### I/O nets highlighted, run 1

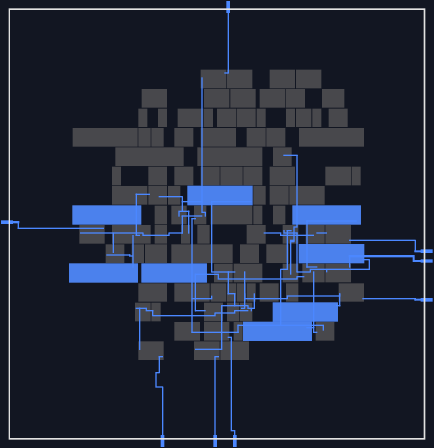
### Metal 2, run 1

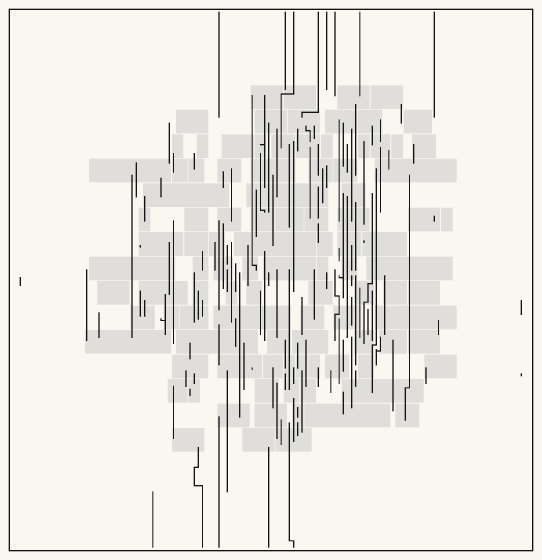
### Signal wires on met3, run 1

Scale bar: 20 um.
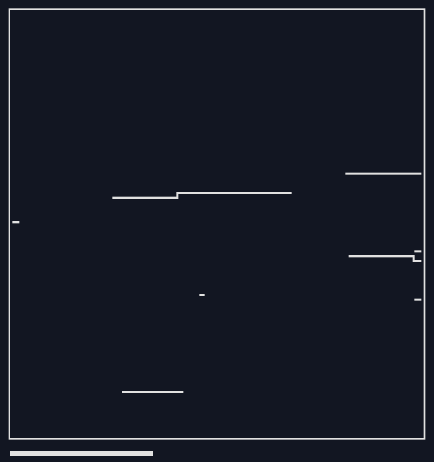
$ cat src/rtl/fsm_moore_seqdet.sv
// Parametrised Moore sequence detector with run-time overlap selection and a
// saturating match counter. The transition table is built once at elaboration.
module fsm_moore_seqdet #(
    parameter int             N       = 4,
    parameter logic [N-1:0]   PATTERN = 4'b1011,
    parameter int             CNT_W   = 8,
    parameter int             SW      = $clog2(N + 1)
) (
    input  logic             clk,
    input  logic             rst,
    input  logic             x,
    input  logic             en,
    input  logic             ovl,
    input  logic             clr_cnt,
    output logic             Z,
    output logic [SW-1:0]    state,
    output logic [CNT_W-1:0] match_cnt
);

    if (N < 1 || N > 16 || CNT_W < 1) begin : g_bad_params
        $error("fsm_moore_seqdet: need 1 <= N <= 16 and CNT_W >= 1");
    end

    // Bit i of the pattern in arrival order (i = 0 is received first).
    function automatic logic pat_bit(input int i);
        logic [N-1:0] t;
        t = PATTERN >> (N - 1 - i);
        return t[0];
    endfunction

    // Longest proper border of the pattern.
    function automatic int border_len();
        int  best;
        logic ok;
        best = 0;
        for (int k = 1; k < N; k++) begin
            ok = 1'b1;
            for (int j = 0; j < k; j++)
                if (pat_bit(j) != pat_bit(N - k + j)) ok = 1'b0;
            if (ok) best = k;
        end
        return best;
    endfunction

    // Longest suffix of (first b pattern bits, xb) that is a pattern prefix.
    function automatic int next_len(input int b, input logic xb);
        int  best;
        logic ok;
        best = 0;
        for (int k = 1; k <= N; k++) begin
            if (k <= b + 1) begin
                ok = (xb == pat_bit(k - 1));
                for (int j = 0; j < k - 1; j++)
                    if (pat_bit(b - k + 1 + j) != pat_bit(j)) ok = 1'b0;
                if (ok) best = k;
            end
        end
        return best;
    endfunction

    localparam int            B     = border_len();
    localparam int            TBL_D = 2 ** SW;
    localparam logic [SW-1:0] S_N   = SW'(N);
    localparam logic [SW-1:0] S_B   = SW'(B);

    // Indexed by base state; entries at and above N are never selected.
    logic [SW-1:0] nxt_tbl [TBL_D][2];

    for (genvar g = 0; g < TBL_D; g++) begin : g_tbl
        if (g < N) begin : g_live
            assign nxt_tbl[g][0] = SW'(next_len(g, 1'b0));
            assign nxt_tbl[g][1] = SW'(next_len(g, 1'b1));
        end else begin : g_pad
            assign nxt_tbl[g][0] = '0;
            assign nxt_tbl[g][1] = '0;
        end
    end

    logic [SW-1:0]    state_q, state_d, base;
    logic             z_q, z_d;
    logic [CNT_W-1:0] cnt_q, cnt_d;

    always_comb begin
        base    = state_q;
        state_d = state_q;
        z_d     = z_q;
        cnt_d   = cnt_q;
        // ovl only matters on the edge that leaves SN.
        if (state_q == S_N) base = ovl ? S_B : '0;
        if (en) begin
            state_d = nxt_tbl[base][x];
            z_d     = (state_d == S_N);
        end
        if (clr_cnt)
            cnt_d = '0;
        else if (en && state_d == S_N && cnt_q != {CNT_W{1'b1}})
            cnt_d = cnt_q + CNT_W'(1);
    end

    always_ff @(posedge clk or posedge rst) begin
        if (rst) begin
            state_q <= '0;
            z_q     <= 1'b0;
            cnt_q   <= '0;
        end else begin
            state_q <= state_d;
            z_q     <= z_d;
            cnt_q   <= cnt_d;
        end
    end

    assign state     = state_q;
    assign Z         = z_q;
    assign match_cnt = cnt_q;

endmodule

$ cat config.mk
export PLATFORM = sky130hd
export DESIGN_NAME = fsm_moore_seqdet
export DESIGN_NICKNAME = d
export VERILOG_FILES = /design/src/rtl/fsm_moore_seqdet.sv
export SDC_FILE = /design/constraint.sdc
export NUM_CORES = 1
export LEC_CHECK = 0
export CAP_MARGIN = 20
export CORE_AREA = 8 8 50 52
export CTS_BUF_LIST = sky130_fd_sc_hd__clkbuf_8 sky130_fd_sc_hd__clkbuf_16
export DETAILED_ROUTE_END_ITERATION = 7
export DIE_AREA = 0 0 58 60
export PLACE_DENSITY = 0.66
export SYNTH_ARGS = -nofsm -noshare
export SYNTH_HDL_FRONTEND = slang
export SYNTH_SLANG_ARGS = --single-unit
export TNS_END_PERCENT = 30
$ cat constraint.sdc
create_clock -name clk -period 1.66 [get_ports clk]
set_input_delay 0.249 -clock clk [delete_from_list [all_inputs] [get_ports clk]]
set_output_delay 0.249 -clock clk [all_outputs]
set_load 0.02 [all_outputs]
==> ds_physical_params.txt, run 1 <==
Summary of implementation characteristics

Parameter                              Value

Timing
  PnR worst setup slack .................. around 0.036 ns
  Max Clk Rate .................. 0.616 GHz
  Slew at the pin closest to its max-slew limit .................. 0.448 ns
  Unrepaired setup endpoints after global routing .................. no
  Headroom to the max-slew limit .................. between 70% and 80%

Routing
  Wire length on met1 .................. 783 um
  Number of violations reported at the end of detailed-routing iteration 0 .................. 9
  Uppermost signal routing layer after detailed routing .................. met4
  Residual antenna-violating net count after detailed routing .................. 0
  Met2 wire len .................. 808 um

Global routing
  Met3 layer usage reported by global route .................. 3.01%
  Total overflow reported by the global router .................. 0

Clock network
  Number of sinks handled by clock tree synthesis .................. 12
  Inserted Clock Buffers .................. 3
  Number of gates given a new drive strength after cts .................. 2
  Later-pin clock latency in the skew report .................. about 0.24 ns
  Clock root buffer master .................. sky130_fd_sc_hd__clkbuf_8

Yosys
  Total of flip-flops plus latches after synthesis .................. 12
  Average footprint of a synthesized cell .................. about 9.7 um^2
  Largest logic family .................. simple AND/OR/NAND/NOR gates
  Yosys stat chip area .................. roughly 660 um^2
  Number of distinct library cells after synthesis .................. 31
  XOR-XNOR Cells, Area Fraction .................. 0%
  Share of synthesized cell area in and-or and or-and compound cells .................. between 15 and 20%

Pwr
  Relative contribution of combinational cells to total power .................. about 16%
  Heaviest power group .................. registers
  Power Combinational .................. about 110 uW
  Leakage dissipation .................. roughly 0.43 nW
  Total clock network power .................. around 270 uW
  Clock group share of total power .................. about two fifths

Die
  Core region area .................. roughly 1800 um^2
  Chip area .................. between 3000 and 4000 um^2
  Total number of placement rows .................. 16
  I/O pins .................. 18

Placement
  HPWL reported at the end of detailed placement .................. around 1300 um
  Cell Area, Placed .................. between 900 and 1000 um^2

Setup path
  Slowest stage cell, crit path .................. sky130_fd_sc_hd__or4_1
  Worst r2r src .................. state[2]$_DFF_PP0_
  Class of the most critical setup path .................. in2reg
  First element of the critical path .................. x

Cells and area
  Area growth from synthesis to final layout .................. 57.0%
  Final core utilization .................. about 57%
  Number of inserted filler cells in the final layout .................. 161
  Number of diodes added for antenna fixing .................. 0
  Fin cells .................. 120

Run status
  Result of the run .................. finished, final reports clean

Job
  Max Cap Violations .................. 0
Back to the opening pictures, 'I/O nets highlighted':
- blue: match_cnt (direction output; end cells 8; buffers 13; wire 403 um)

Back to the opening pictures, 'Metal 2':
- share of all routed wire: 49%
- main direction: vertical
- wire length on this layer: 808 um
- longest straight run: 23.6 um
Via Count: 622
global-route met2 utilization: 15.6%
Post-Route WL: 1660 um

Back to the opening pictures, 'Signal wires on met3':
- share of all routed wire: 3.4%
- nets with wire on the layer: 7
- main direction: horizontal

run 1: synthesized netlist by cell type:
| master | n | area [um^2] |
|---|---|---|
| sky130_fd_sc_hd__buf_1 | 1 | 3.75 |
| sky130_fd_sc_hd__nor3_1 | 1 | 5.00 |
| sky130_fd_sc_hd__or3b_2 | 1 | 8.76 |
| sky130_fd_sc_hd__o31ai_1 | 3 | 22.5 |
| sky130_fd_sc_hd__a31oi_1 | 1 | 6.26 |
| sky130_fd_sc_hd__nor2_1 | 3 | 11.3 |
| sky130_fd_sc_hd__nand3_1 | 2 | 10.0 |
| sky130_fd_sc_hd__clkbuf_1 | 1 | 3.75 |
| sky130_fd_sc_hd__and4_1 | 2 | 17.5 |
| sky130_fd_sc_hd__o41ai_1 | 1 | 8.76 |
| sky130_fd_sc_hd__or4_1 | 2 | 15.0 |
| sky130_fd_sc_hd__inv_1 | 7 | 26.3 |
| sky130_fd_sc_hd__mux2_2 | 2 | 22.5 |
| sky130_fd_sc_hd__nor2b_1 | 2 | 12.5 |
| sky130_fd_sc_hd__maj3_1 | 1 | 10.0 |
| sky130_fd_sc_hd__or3_1 | 1 | 6.26 |
| sky130_fd_sc_hd__a311oi_1 | 1 | 8.76 |
| sky130_fd_sc_hd__nand3_2 | 1 | 10.0 |
| sky130_fd_sc_hd__nand2_1 | 4 | 15.0 |
| sky130_fd_sc_hd__o21ai_0 | 5 | 25.0 |
| sky130_fd_sc_hd__a211oi_1 | 1 | 7.51 |
| sky130_fd_sc_hd__and3_1 | 1 | 6.26 |
| sky130_fd_sc_hd__ha_1 | 1 | 12.5 |
| sky130_fd_sc_hd__o22ai_1 | 1 | 6.26 |
| sky130_fd_sc_hd__a32o_1 | 1 | 10.0 |
| sky130_fd_sc_hd__a21oi_1 | 5 | 25.0 |
| sky130_fd_sc_hd__or2_1 | 1 | 6.26 |
| sky130_fd_sc_hd__dfrtp_1 | 12 | 300 |
| sky130_fd_sc_hd__nor4b_1 | 1 | 8.76 |
| sky130_fd_sc_hd__buf_6 | 1 | 11.3 |
| sky130_fd_sc_hd__nand2b_4 | 1 | 13.8 |
run 1: final timing paths:
kind | endpoint | slack (ns) | depth (start not counted)
max | match_cnt[3]$_DFFE_PP0P_ | 0.04 | 5
min | Z$_DFFE_PP0P_ | 0.31 | 2
max reg2reg | match_cnt[3]$_DFFE_PP0P_ | 0.09 | 4
min reg2reg | Z$_DFFE_PP0P_ | 0.54 | 2
max in group asynchronous | match_cnt[2]$_DFFE_PP0P_ | 1.02 | 2
min in group clk | Z$_DFFE_PP0P_ | 0.54 | 2
run 1: state kept, by name, summed over array words and instances (netlist names):
register and count:
state 3, Z 1, match_cnt 8
run 1: layout make-up:
class,instances,area (um^2),area share (%)
clock buffer,3,41.3,4.00
clock inverter,1,3.75,0.364
inverter,7,26.3,2.55
multi-input combinational,46,342,33.1
sequential,12,307,29.7
tap,18,22.5,2.18
timing repair buffer,33,289,28.0
run 1: worst max-delay path, delay by kind of cell:
family          cells  cell delay [ns]
compound gates      1             0.15
simple gates        3             0.88
buf+inv             1             0.50
--- run 2 (diff from run 1) ---
--- a/config.mk
+++ b/config.mk
@@ -6,10 +6,10 @@
 export NUM_CORES = 1
 export LEC_CHECK = 0
 export CAP_MARGIN = 20
-export CORE_AREA = 8 8 50 52
+export CORE_AREA = 2 2 44 46
 export CTS_BUF_LIST = sky130_fd_sc_hd__clkbuf_8 sky130_fd_sc_hd__clkbuf_16
 export DETAILED_ROUTE_END_ITERATION = 7
-export DIE_AREA = 0 0 58 60
+export DIE_AREA = 0 0 46 48
 export PLACE_DENSITY = 0.66
 export SYNTH_ARGS = -nofsm -noshare
 export SYNTH_HDL_FRONTEND = slang
==> ds_physical_params.txt, run 2 <==
Summary of implementation characteristics

Parameter                              Value

Cells and area
  Reg area .................. roughly 310 um^2
  Area growth from synthesis to final layout .................. 58.5%
  Number of inserted filler cells in the final layout .................. between 100 and 150
  Logic area .................. around 350 um^2
  Max reg flops .................. 8
  Number of diodes added for antenna fixing .................. 0
  Fin cells .................. roughly 120

Clock network
  Later-pin clock latency in the skew report .................. roughly 0.24 ns
  Inserted Clock Buffers .................. 3
  Clock root buffer master .................. sky130_fd_sc_hd__clkbuf_8
  Number of sinks handled by clock tree synthesis .................. 12

Yosys
  Cell taking the most area after synthesis .................. sky130_fd_sc_hd__dfrtp_1
  Number of distinct library cells after synthesis .................. 31
  Average footprint of a synthesized cell .................. 9.66 um^2
  Largest logic family .................. simple AND/OR/NAND/NOR gates
  Commonest register cell after synthesis .................. sky130_fd_sc_hd__dfrtp_1
  XOR-XNOR Cells, Area Fraction .................. 0%
  Top area cell types .................. sky130_fd_sc_hd__dfrtp_1 (46%), sky130_fd_sc_hd__inv_1 (4.0%), sky130_fd_sc_hd__a21oi_1 (3.8%), sky130_fd_sc_hd__o21ai_0 (3.8%), sky130_fd_sc_hd__mux2_2 (3.4%)
  Number of flops mapped to enable cells by yosys .................. 0
  Yosys stat chip area .................. around 660 um^2
  Total of flip-flops plus latches after synthesis .................. 12
  Async S/R FF share, synth .................. 100%
  Top-count cell post-synth .................. sky130_fd_sc_hd__dfrtp_1

Die
  Chip area .................. 2210 um^2
  Total number of placement rows .................. 15
  Core region area .................. roughly 1700 um^2

Setup path
  Reg-to-reg setup timing slack .................. ~0.070 ns
  Count of buffering cells on the critical path with inverters included .................. 1
  Startpoint Class .................. register
  Number of cell instances on the worst register-to-register path .................. 4
  Class of the most critical setup path .................. reg2out
  Top cell family by delay on the critical path .................. buffers and inverters
  Slowest stage cell, crit path .................. sky130_fd_sc_hd__clkdlybuf4s50_1
  Worst r2r src .................. match_cnt[3]$_DFFE_PP0P_

Timing
  Max Clk Rate .................. between 0.6 and 0.7 GHz
  Headroom to the max-slew limit .................. between 60% and 70%
  Slew at the pin closest to its max-slew limit .................. between 0.4 and 0.5 ns

Global routing
  Total overflow reported by the global router .................. 0
  Wire length of the first global-routing pass .................. approximately 2600 um

Pwr
  Leakage dissipation .................. ~0.44 nW

Job
  Max Cap Violations .................. 0

Routing
  Residual antenna-violating net count after detailed routing .................. 0
  Number of violations reported at the end of detailed-routing iteration 0 .................. 14

Run status
  Result of the run .................. finished, final reports clean

Placement
  HPWL reported at the end of detailed placement .................. approximately 1200 um
==> run 2: netlist changes by cell type in the layout (fill, tap and decap cells not counted) <==
cell and delta:
sky130_fd_sc_hd__or4_4 +1, sky130_fd_sc_hd__or4_1 -1, sky130_fd_sc_hd__a21oi_1 -1, sky130_fd_sc_hd__a21oi_2 +1, sky130_fd_sc_hd__dlymetal6s2s_1 +1, sky130_fd_sc_hd__dlygate4sd2_1 -1
==> run 2: area by class of cell <==
class | instances | share of cell area, %
multi-input cells | 46 | 33.5
repair buffers | 33 | 28.1
clock buffers | 3 | 3.97
inverters | 7 | 2.52
well taps | 17 | 2.04
flip-flops and latches | 12 | 29.4
clock inverters | 1 | 0.361
==> run 2: kinds of logic after synthesis <==
kind of cell,Yosys count
AND-OR/OR-AND,19
adder cells (fa/ha/maj),2
buffers and inverters,10
flip-flops,12
multiplexers,2
AND/OR/NAND/NOR,23
==> run 2: repair_timing <==
item | CTS | global route
endpoints found under the setup margin | 1 | 3
gates resized | 1 | 7
pin swaps | 1 | 1
==> run 2: how the worst max path moves through the flow <==
stage | depth (start not counted) | endpoint | from | slack (ns)
after detailed placement | 5 | match_cnt[5]$_DFFE_PP0P_ | x | -0.27
after CTS | 4 | match_cnt[5]$_DFFE_PP0P_ | match_cnt[3]$_DFFE_PP0P_ | 0.002
after global routing | 5 | match_cnt[5]$_DFFE_PP0P_ | en | 0.006
after floorplan | 5 | match_cnt[5]$_DFFE_PP0P_ | match_cnt[3]$_DFFE_PP0P_ | -0.05
final | 1 | match_cnt[7] | match_cnt[7]$_DFFE_PP0P_ | 0.05
after global placement | 5 | match_cnt[5]$_DFFE_PP0P_ | x | -0.24
==> run 2: metal layers <==
layer / vias to the layer above / track usage [%] / part of all wire (%)
li1: 320 / - / -
met1: 307 / 23.7 / 50
met2: 9 / 23.1 / 46
met3: 5 / 5.66 / 2.0
met4: 0 / 9.71 / 2.1
met5: - / 0 / 0
==> run 2: report_power, final <==
| part | switching (mW) | leakage, nW | internal, mW | total [mW] |
|---|---|---|---|---|
| Clock | 0.108 | 0.0269 | 0.163 | 0.271 |
| Sequential | 0.00736 | 0.156 | 0.303 | 0.310 |
| Combinational | 0.0527 | 0.255 | 0.0577 | 0.110 |
==> run 2: metrics by stage <==
stage / util [%] / total power [mW]
6_report: 61.6 / 0.691
5_1_grt: 61.6 / 0.727
4_1_cts: 59.9 / 0.700
3_5_place_dp: 57.1 / 0.426
3_3_place_gp: 57.1 / 0.425
2_1_floorplan: - / 0.366
### Cell classes on the final placement, run 2

Fill, decap, tap and diode cells in grey.
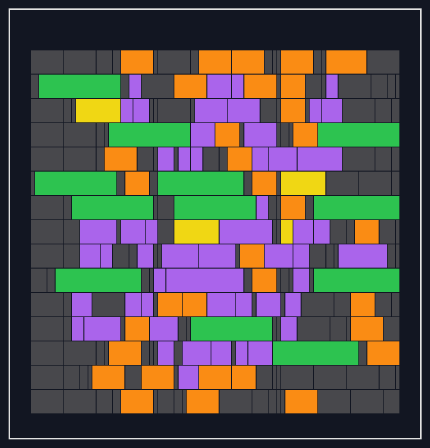
- purple: combinational and other logic (cells 53; share of their area 37%)
- green: sequential cells (cells 12; share of their area 30%)
- yellow: clock drivers and dummy loads (cells 4; share of their area 4.4%)
- orange: remaining buffers and delay cells (cells 33; share of their area 29%)

### I/O nets highlighted, run 2

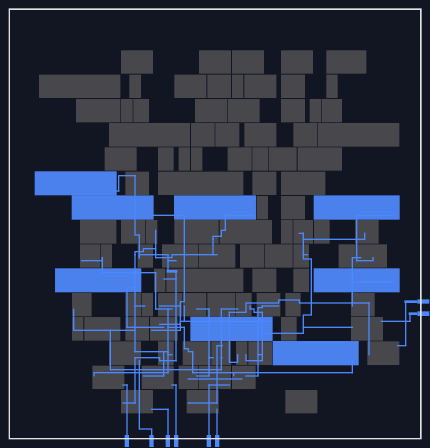
- blue: match_cnt (direction output; end cells 8; buffers 14; wire 411 um)
IO Port Bufs: 17
I/O pins: 18

### Signal wires on met3, run 2

Scale bar: 10 um.
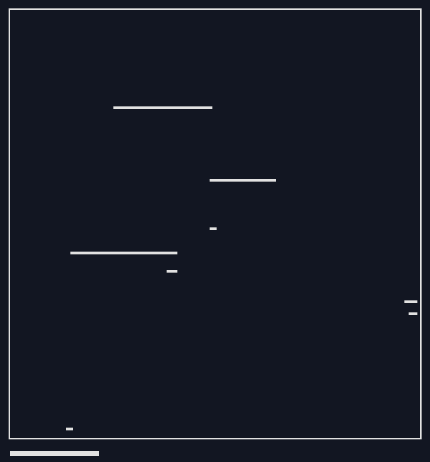
- main direction: horizontal
- longest straight run: 11.7 um
met3 layer usage reported by global route: 5.66%
Via Count: 641
Post-Route WL: 1580 um

--- run 3 (diff from run 2) ---
--- a/config.mk
+++ b/config.mk
@@ -11,6 +11,7 @@
 export DETAILED_ROUTE_END_ITERATION = 7
 export DIE_AREA = 0 0 46 48
 export PLACE_DENSITY = 0.66
+export SETUP_SLACK_MARGIN = 0.05
 export SYNTH_ARGS = -nofsm -noshare
 export SYNTH_HDL_FRONTEND = slang
 export SYNTH_SLANG_ARGS = --single-unit
==> ds_physical_params.txt, run 3 <==
Summary of implementation characteristics

Parameter                              Value

Run status
  Result of the run .................. finished, final reports clean

Placement
  HPWL reported at the end of detailed placement .................. roughly 1200 um

Job
  Max Cap Violations .................. 0

Global routing
  Met3 layer usage reported by global route .................. under 10%
  Met1 routing resource usage after global routing .................. approximately 23%
  Wire length of the first global-routing pass .................. between 2000 and 3000 um

Die
  Chip area .................. between 2000 and 2500 um^2
  Core region area .................. around 1700 um^2
  Total number of placement rows .................. 15
  I/O pins .................. 18

Clock network
  Clock root buffer master .................. sky130_fd_sc_hd__clkbuf_8
  Later-pin clock latency in the skew report .................. 0.25 ns
  Number of sinks handled by clock tree synthesis .................. 12
  Inserted Clock Buffers .................. 3

Yosys
  Average footprint of a synthesized cell .................. between 9 and 10 um^2
  Async S/R FF share, synth .................. 100%
  Cell taking the most area after synthesis .................. sky130_fd_sc_hd__dfrtp_1
  Leading cell types by count after synthesis .................. sky130_fd_sc_hd__dfrtp_1 (12), sky130_fd_sc_hd__inv_1 (7), sky130_fd_sc_hd__a21oi_1 (5), sky130_fd_sc_hd__o21ai_0 (5), sky130_fd_sc_hd__nand2_1 (4)
  Commonest register cell after synthesis .................. sky130_fd_sc_hd__dfrtp_1

Timing
  Unrepaired setup endpoints after global routing .................. yes
  Max Clk Rate .................. 0.618 GHz
  Slew at the pin closest to its max-slew limit .................. ~0.46 ns
  PnR worst setup slack .................. 0.0419 ns
  Headroom to the max-slew limit .................. 69.5%

Pwr
  Switching power summed over all nets .................. between 150 and 200 uW
  Clock group share of total power .................. between 30% and 40%
  Relative contribution of combinational cells to total power .................. around 16%
  Power after layout .................. about 700 uW
  Leakage dissipation .................. about 0.45 nW

Cells and area
  Max reg flops .................. 8
  Number of inserted filler cells in the final layout .................. approximately 140
  Reg area .................. about 310 um^2

Setup path
  Startpoint Class .................. register
  First element of the critical path .................. match_cnt[7]$_DFFE_PP0P_
  Worst r2r src .................. match_cnt[3]$_DFFE_PP0P_
  Class of the most critical setup path .................. reg2out
==> run 3: netlist changes by cell type in the layout (fill, tap and decap cells not counted) <==
cell / previous run / this run
sky130_fd_sc_hd__buf_4: 16 / 17
sky130_fd_sc_hd__dlymetal6s2s_1: 1 / 2
sky130_fd_sc_hd__mux2_4: 0 / 1
sky130_fd_sc_hd__mux2_2: 2 / 1
sky130_fd_sc_hd__a21oi_1: 4 / 3
sky130_fd_sc_hd__dlygate4sd2_1: 0 / 1
sky130_fd_sc_hd__clkdlybuf4s50_1: 16 / 14
sky130_fd_sc_hd__a21oi_2: 1 / 2
==> run 3: kinds of logic (layout without fill, tap and decap cells) <==
kind of cell,Yosys count,after routing,synth area share (%)
AND-OR/OR-AND,19,19,18.3
adder cells (fa/ha/maj),2,2,3.43
buffers and inverters,10,45,6.86
flip-flops,12,12,45.7
multiplexers,2,2,3.43
AND/OR/NAND/NOR,23,23,22.3
==> run 3: power by group through the flow <==
| stage | logic [mW] | clock network, mW | registers (mW) |
|---|---|---|---|
| floorplan | 0.0332 | 0 | 0.333 |
| global placement | 0.110 | 0 | 0.315 |
| detailed placement | 0.111 | 0 | 0.315 |
| CTS | 0.110 | 0.278 | 0.310 |
| global route | 0.122 | 0.294 | 0.311 |
| finish | 0.111 | 0.273 | 0.310 |
==> run 3: area by class of cell <==
cell class | instances | share of cell area (%)
flip-flops and latches | 12 | 29.0
well taps | 17 | 2.01
repair buffers | 34 | 28.5
inverters | 7 | 2.49
clock inverters | 1 | 0.355
clock buffers | 3 | 3.91
multi-input cells | 46 | 33.7
==> run 3: final timing paths <==
check / to / slack [ns] / cells past startpoint
min in group clk: state[0]$_DFF_PP0_ / 0.40 / 3
hold / removal: match_cnt[7]$_DFFE_PP0P_ / 0.33 / 2
max in group asynchronous: match_cnt[2]$_DFFE_PP0P_ / 0.98 / 2
setup reg to reg: match_cnt[5]$_DFFE_PP0P_ / 0.07 / 4
setup / recovery: match_cnt[7] / 0.04 / 1
hold reg to reg: Z$_DFFE_PP0P_ / 0.54 / 2
==> run 3: what timing repair did <==
item | 4_1_cts | 5_1_grt
gates resized | 4 | 8
pin swaps | 1 | 2
endpoints found under the setup margin | 4 | 8
setup buffers | 0 | 1
==> run 3: metrics by stage <==
stage,instance area [um^2],utilization [%],std cells
6_report,1060,62.6,120
5_1_grt,1060,62.6,120
4_1_cts,1020,60.4,119
3_5_place_dp,965,57.1,115
3_3_place_gp,965,57.1,115
2_1_floorplan,673,-,68
==> run 3: per-layer routing <==
layer	up-vias	routed length, um
li1	320	-
met1	318	822
met2	11	784
met3	5	37
met4	0	34
met5	-	0
### Signal wires on met3, run 3

Scale bar: 10 um.
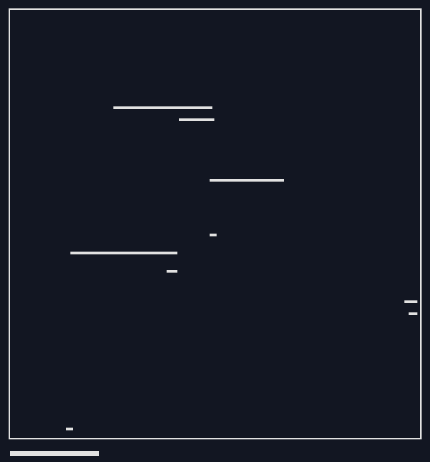
- wire length on this layer: 37.5 um
- main direction: horizontal
- nets with wire on the layer: 6
- longest straight run: 11.7 um

### I/O nets highlighted, run 3

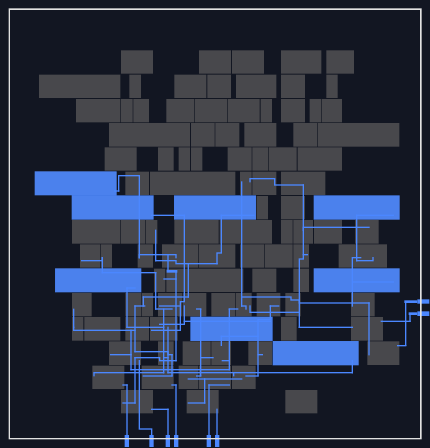
- blue: match_cnt (direction output; end cells 8; buffers 14; wire 420 um)

### Metal 2, run 3

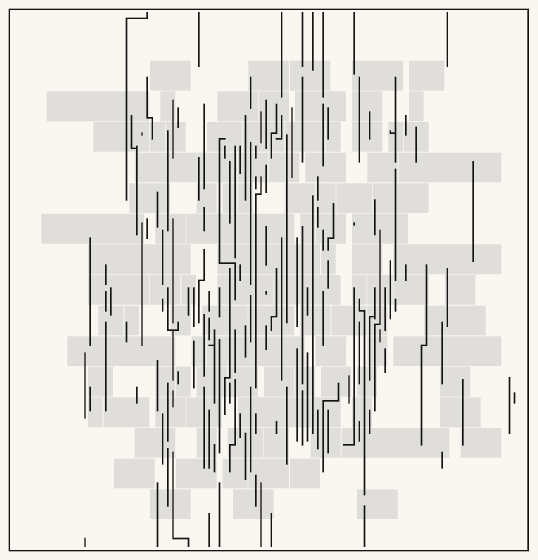
- longest straight run: 21.1 um
- main direction: vertical

No activity file was given, so power comes from the tool's default toggle rates.
